==> src/rtl/spif_pkt_pkg.sv <==
// Shared definitions for the SpiNNaker multicast packet transmit path.
//   PACKET_BITS   : packet width ([71:40] payload, [39:8] key, [7:0] header)
//   HDR_*_BIT     : header bit positions (parity, payload-present)
//   KEY_LSB/PLD_LSB : field offsets inside the flat packet vector
//   src_e         : source tag carried with each buffered packet
//   pkt_t         : structured view of one packet
//   pkt_process() : payload zeroing and optional odd-parity regeneration
package spif_pkt_pkg;

  localparam int unsigned PACKET_BITS = 72;

  localparam int unsigned HDR_PTY_BIT = 0;
  localparam int unsigned HDR_PLD_BIT = 1;
  localparam int unsigned KEY_LSB     = 8;
  localparam int unsigned PLD_LSB     = 40;

  typedef enum logic {
    SRC_PER = 1'b0,
    SRC_DCP = 1'b1
  } src_e;

  typedef struct packed {
    logic [31:0] pld;
    logic [31:0] key;
    logic [7:0]  hdr;
  } pkt_t;

  // Clears the payload when the header says none is present, then (optionally)
  // rewrites the parity bit so that the whole 72-bit packet has odd parity.
  function automatic pkt_t pkt_process(input pkt_t p, input bit fix_parity);
    pkt_t r;
    r = p;
    if (!r.hdr[HDR_PLD_BIT]) begin
      r.pld = '0;
    end
    if (fix_parity) begin
      r.hdr[HDR_PTY_BIT] = ~^(r[PACKET_BITS-1:1]);
    end
    return r;
  endfunction

endpackage

==> src/rtl/pkt_tx_fifo.sv <==
// Two-entry output buffer for the packet transmitter.
//   clk, reset        : clock, synchronous active-high reset (empties buffer)
//   in_data/in_vld/in_rdy    : write side, push when in_vld && in_rdy
//   out_data/out_vld/out_rdy : read side, pop when out_vld && out_rdy
// Full and empty are registered; in_rdy = !full, out_vld = !empty. A push
// while full is never accepted, so a pop from a full buffer reopens the
// write side only one cycle later.
module pkt_tx_fifo #(
  parameter int unsigned WIDTH = 73
) (
  input  logic             clk,
  input  logic             reset,
  input  logic [WIDTH-1:0] in_data,
  input  logic             in_vld,
  output logic             in_rdy,
  output logic [WIDTH-1:0] out_data,
  output logic             out_vld,
  input  logic             out_rdy
);

  logic [WIDTH-1:0] mem_q [2];
  logic [WIDTH-1:0] mem_d [2];
  logic             wr_ptr_q, wr_ptr_d;
  logic             rd_ptr_q, rd_ptr_d;
  logic [1:0]       count_q, count_d;
  logic             full_q, full_d;
  logic             empty_q, empty_d;
  logic             push;
  logic             pop;

  assign in_rdy   = !full_q;
  assign out_vld  = !empty_q;
  assign out_data = mem_q[rd_ptr_q];

  assign push = in_vld && !full_q;
  assign pop  = !empty_q && out_rdy;

  always_comb begin
    mem_d    = mem_q;
    wr_ptr_d = wr_ptr_q;
    rd_ptr_d = rd_ptr_q;
    count_d  = count_q;
    if (push) begin
      mem_d[wr_ptr_q] = in_data;
      wr_ptr_d        = ~wr_ptr_q;
    end
    if (pop) begin
      rd_ptr_d = ~rd_ptr_q;
    end
    unique case ({push, pop})
      2'b10:   count_d = count_q + 2'd1;
      2'b01:   count_d = count_q - 2'd1;
      default: count_d = count_q;
    endcase
    full_d  = (count_d == 2'd2);
    empty_d = (count_d == 2'd0);
  end

  always_ff @(posedge clk) begin
    if (reset) begin
      for (int unsigned i = 0; i < 2; i++) begin
        mem_q[i] <= '0;
      end
      wr_ptr_q <= 1'b0;
      rd_ptr_q <= 1'b0;
      count_q  <= '0;
      full_q   <= 1'b0;
      empty_q  <= 1'b1;
    end else begin
      for (int unsigned i = 0; i < 2; i++) begin
        mem_q[i] <= mem_d[i];
      end
      wr_ptr_q <= wr_ptr_d;
      rd_ptr_q <= rd_ptr_d;
      count_q  <= count_d;
      full_q   <= full_d;
      empty_q  <= empty_d;
    end
  end

endmodule

==> src/rtl/pkt_transmitter.sv <==
// Transmit-side merge of peripheral event packets and diagnostic counter
// reply (DCP) packets into one multicast stream towards the transceiver.
//   clk, reset                  : clock, synchronous active-high reset
//   per_data_in/vld_in/rdy_out  : peripheral packet input
//   dcp_data_in/vld_in/rdy_out  : DCP packet input
//   pkt_data_out/vld_out/rdy_in : outgoing packet stream
//   ptx_cnt_out                 : per-source sent enables ([0] PER, [1] DCP)
// Round-robin arbitration between the two sources, payload zeroing and
// parity regeneration on accept, two-entry output buffer.
module pkt_transmitter
  import spif_pkt_pkg::*;
#(
  parameter int unsigned PACKET_BITS = spif_pkt_pkg::PACKET_BITS,
  parameter bit          FIX_PARITY  = 1'b1
) (
  input  logic                   clk,
  input  logic                   reset,
  input  logic [PACKET_BITS-1:0] per_data_in,
  input  logic                   per_vld_in,
  output logic                   per_rdy_out,
  input  logic [PACKET_BITS-1:0] dcp_data_in,
  input  logic                   dcp_vld_in,
  output logic                   dcp_rdy_out,
  output logic [PACKET_BITS-1:0] pkt_data_out,
  output logic                   pkt_vld_out,
  input  logic                   pkt_rdy_in,
  output logic [1:0]             ptx_cnt_out
);

  // Source served most recently; reset value makes the peripheral win the
  // first tie.
  src_e last_q, last_d;

  logic grant_per;
  logic grant_dcp;
  logic per_acc;
  logic dcp_acc;

  logic                 fifo_in_rdy;
  logic                 fifo_in_vld;
  logic [PACKET_BITS:0] fifo_in_data;
  logic [PACKET_BITS:0] fifo_out_data;
  logic                 fifo_out_vld;

  pkt_t sel_pkt;
  pkt_t proc_pkt;
  src_e sel_tag;
  src_e head_tag;
  logic tx_fire;

  // Arbiter pointer register.
  always_ff @(posedge clk) begin
    if (reset) begin
      last_q <= SRC_DCP;
    end else begin
      last_q <= last_d;
    end
  end

  // Pointer moves only when an input transfer is actually accepted.
  always_comb begin
    last_d = last_q;
    if (per_acc) begin
      last_d = SRC_PER;
    end else if (dcp_acc) begin
      last_d = SRC_DCP;
    end
  end

  // Grant and ready. Grants are mutually exclusive by construction, so the
  // two ready outputs can never be high together.
  always_comb begin
    grant_per   = per_vld_in && (!dcp_vld_in || (last_q == SRC_DCP));
    grant_dcp   = dcp_vld_in && (!per_vld_in || (last_q == SRC_PER));
    per_rdy_out = grant_per && fifo_in_rdy && !reset;
    dcp_rdy_out = grant_dcp && fifo_in_rdy && !reset;
  end

  assign per_acc = per_vld_in && per_rdy_out;
  assign dcp_acc = dcp_vld_in && dcp_rdy_out;

  // Packet conditioning for whichever source holds the grant.
  always_comb begin
    sel_pkt      = grant_dcp ? pkt_t'(dcp_data_in) : pkt_t'(per_data_in);
    sel_tag      = grant_dcp ? SRC_DCP : SRC_PER;
    proc_pkt     = pkt_process(sel_pkt, FIX_PARITY);
    fifo_in_data = {sel_tag, proc_pkt};
    fifo_in_vld  = per_acc || dcp_acc;
  end

  pkt_tx_fifo #(
    .WIDTH (PACKET_BITS + 1)
  ) u_fifo (
    .clk      (clk),
    .reset    (reset),
    .in_data  (fifo_in_data),
    .in_vld   (fifo_in_vld),
    .in_rdy   (fifo_in_rdy),
    .out_data (fifo_out_data),
    .out_vld  (fifo_out_vld),
    .out_rdy  (pkt_rdy_in)
  );

  // Count enables follow the output handshake and the tag of the head entry.
  always_comb begin
    head_tag     = src_e'(fifo_out_data[PACKET_BITS]);
    pkt_data_out = fifo_out_data[PACKET_BITS-1:0];
    pkt_vld_out  = fifo_out_vld;
    tx_fire      = fifo_out_vld && pkt_rdy_in;
    ptx_cnt_out  = '0;
    ptx_cnt_out[0] = tx_fire && (head_tag == SRC_PER);
    ptx_cnt_out[1] = tx_fire && (head_tag == SRC_DCP);
  end

endmodule

==> config.mk <==
export PLATFORM = sky130hd
export DESIGN_NAME = pkt_transmitter
export DESIGN_NICKNAME = d
export VERILOG_FILES = /design/src/rtl/spif_pkt_pkg.sv /design/src/rtl/pkt_tx_fifo.sv /design/src/rtl/pkt_transmitter.sv
export SDC_FILE = /design/constraint.sdc
export NUM_CORES = 1
export LEC_CHECK = 0
export ABC_AREA = 1
export CORE_MARGIN = 2
export CORE_UTILIZATION = 50
export DETAILED_ROUTE_END_ITERATION = 10
export PLACE_DENSITY = 0.81
export SLEW_MARGIN = 15
export SYNTH_ARGS = -nofsm -noshare
export SYNTH_HDL_FRONTEND = slang
export SYNTH_SLANG_ARGS = --single-unit
==> constraint.sdc <==
create_clock -name clk -period 2.89 [get_ports clk]
set_input_delay 0.7225 -clock clk [delete_from_list [all_inputs] [get_ports clk]]
set_output_delay 0.7225 -clock clk [all_outputs]
set_load 0.05 [all_outputs]
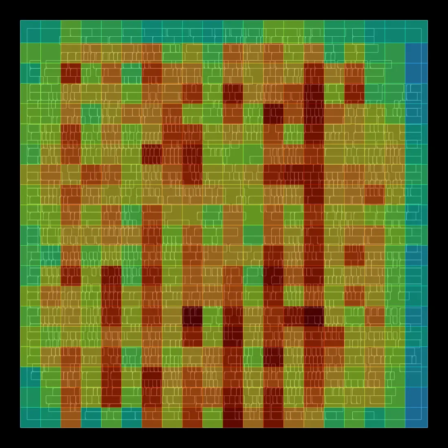
run_1/congestion_map.png
met2 usage: 0.5095
final core occ: 0.7681
GR peak layer: met2
GRT met3 Usage: 0.06526
GRT Total Usage: 0.2930

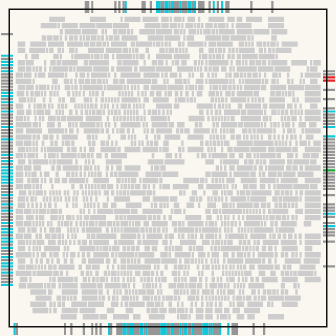
run_1/pinout.png
Pins as bars across the die edge, other pins in grey.
green -> per_vld_in  # pins 1, direction input, edge right
red -> ptx_cnt_out  # pins 2, direction output, edge right
cyan -> dcp_data_in  # pins 72, direction input, edge 32 left, 23 bottom, 12 top, 5 right

==> Slide: Implementation Results, run 1 <==
Run Summary

Status
  – Status: completed

Drt
  – # DRC: 0
  – Initial DRC Count: 742
  – Vias per cell: 5.231

Final timing
  – Slew @ Worst Pin: approximately 600 ps
  – Fmax: roughly 360 MHz
  – Worst rel slew slack: 0.5982
  – Fin. Hold Viols: 0
  – Min Hold Slack: 449.4 ps
  – Layout Skew: 8.142 ps

Critical path
  – Critical Path Fanout Max: 16
  – Worst path buffer plus inverter count: 2
  – R2R Path End: u_fifo.mem_q[73]
  – Critical path type: flip-flop to primary output
  – CP Capture Point: pkt_data_out[11]
  – Slowest cell on the critical path: clkdlybuf4s50_1

Final layout
  – Reg with most FFs: u_fifo.mem_q
  – Top cell excl fill/tap: nand2_1
  – Top flop regs: u_fifo.mem_q (146), u_fifo.count_q (2)
  – Top Layout Cells: nand2_1, inv_1, dfxtp_1
  – Gate Area: between 4000 and 5000 um2

Floorplan
  – Die ar.: about 19,000 um2
  – CORE AREA: around 18,000 um2

Synth
  – Syn avg cell area: 6.057 um2
  – Yosys top cell by area: dfxtp_1
  – Cell Area, Synth: 9080 um2
  – Cell count in the Yosys report: around 1,500
  – Cell with the most instances after synthesis: nand2_1
  – Post-synth ARST share: 0
  – Syn Inst Count: 1,499

GRT
  – Vias in the first global route: 10,050

Run
  – OpenROAD warnings: 28

CTS
  – Hold_buf cts: 0
  – Htree depth: 4

Power
  – Power Dens Cells: between 600 and 700 nW/um2
  – Max VDD drop: ~0.48 mV

Hold path
  – Worst hold endpoint: u_fifo.mem_q[82]
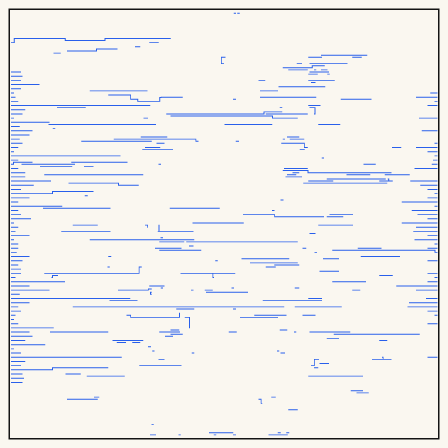
run_1/m3.png
longest straight run = 68.3 um
main direction = horizontal
share of all routed wire = 8.0%
nets with wire on the layer = 236
wire length on this layer = 2,300 um
drt total wl: 28,850 um
via count: 10,630

run 1: cells by family (layout without fill, tap and decap cells):
kind of cell | after synthesis | in the layout | share of synthesized area
flip-flops | 153 | 153 | 0.3373
buffers and inverters | 292 | 593 | 0.1344
AND-OR/OR-AND | 282 | 282 | 0.1751
other | 0 | 3 | 0
adder cells (fa/ha/maj) | 1 | 1 | 0.001378
AND/OR/NAND/NOR | 770 | 770 | 0.3508
XOR/XNOR | 1 | 1 | 0.0009648
run 1: per-stage QoR:
step	power [mW]	setup WS, ps	instance area (um2)
6_report	8.805	89.74	13750
4_1_cts	8.811	87.22	13740
2_1_floorplan	4.777	2.206	9134
3_5_place_dp	6.608	-404.7	13160
5_1_grt	9.252	4.326	13750
3_3_place_gp	6.512	-275.8	13160
==> run 2: changes to the inputs <==
TNS_END_PERCENT = 1   (was not set)
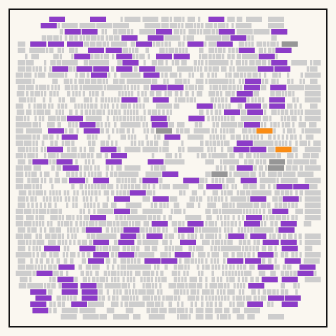
run_2/ff_map.png
Other sequential cells in the stronger grey, the rest of the logic in the fainter grey.
purple -> u_fifo.mem_q  # sequential cells 146, where widely spread
orange -> u_fifo.count_q  # sequential cells 2
not coloured = 5
register area: 3063 um2
Seq group: 2.51 mW

==> run 2 against run 1 <==
  * Combinational power hardly changed
  * Fmax stayed put
  * Non-clock buffer count stayed put
  * Clock skew stayed put
  * Clock-buffer cell count stayed put
  * Global-route usage stayed put
  * Cell area stayed put
==> Slide: Implementation Results, run 2 <==
Run Summary

Power
  – Max VDD drop: around 0.48 mV
  – Overall Power: 8.805 mW

Final layout
  – Reg with most FFs: u_fifo.mem_q
  – Top flop regs: u_fifo.mem_q (146), u_fifo.count_q (2)
  – Top Layout Cells: nand2_1, inv_1, dfxtp_1
  – Top cell excl fill/tap: nand2_1

Final timing
  – Worst rel slew slack: 0.5982
  – Fmax: between 300 and 400 MHz
  – Setup slack after layout: ~90 ps
  – Layout Skew: approximately 8.1 ps
  – Min Hold Slack: approximately 450 ps

Run
  – OpenROAD warnings: 28

Synth
  – Post-synth ARST share: 0
  – Syn avg cell area: ~6 um2
  – Cell count in the Yosys report: between 1,000 and 1,500

Floorplan
  – Die ar.: 19,250 um2

Critical path
  – Critical Path Fanout Max: 16
  – CP Capture Point: pkt_data_out[11]

Drt
  – Vias per cell: between 5 and 6
  – Via count: roughly 11,000
  – Drt total wl: 28,850 um

CTS
  – Hold_buf cts: 0
  – Htree depth: 4

Status
  – Status: completed
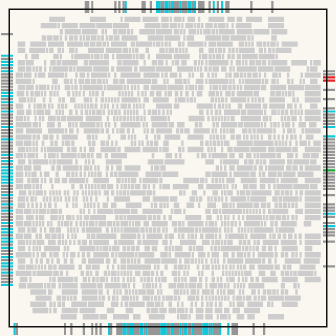
run_2/pinout.png
Pins as bars across the die edge, other pins in grey.
red -> ptx_cnt_out  # pins 2, direction output, edge right
green -> per_vld_in  # pins 1, direction input, edge right
cyan -> dcp_data_in  # pins 72, direction input, edge 32 left, 23 bottom, 12 top, 5 right
all pins by edge = 76 left, 66 bottom, 44 right, 40 top
number of port buffers: 223
die width: 138.8 um
Die Ht: 138.8 um

## run 2: cell counts after synthesis
No cell type changed its count.
## run 2: layer usage
layer / global-route usage / up-vias
met5: 0 / -
met4: 0.1350 / 2
met3: 0.06526 / 77
met2: 0.5095 / 450
met1: 0.3445 / 4747
li1: - / 5353
## run 2: kinds of logic after synthesis
group                      Yosys count  synth area share
DFF                                153            0.3373
buffers and inverters              292            0.1344
xor gates and xnor gates             1         0.0009648
AOI/OAI and AO/OA                  282            0.1751
and+or+nand+nor                    770            0.3508
adders and majority gates            1          0.001378
## run 2: critical path, stage by stage, from the launching register on
cell and delay (ps):
dfxtp_1 330, buf_4 200, o21ai_0 260, clkdlybuf4s50_1 860
Power and IR drop assume default switching activity.
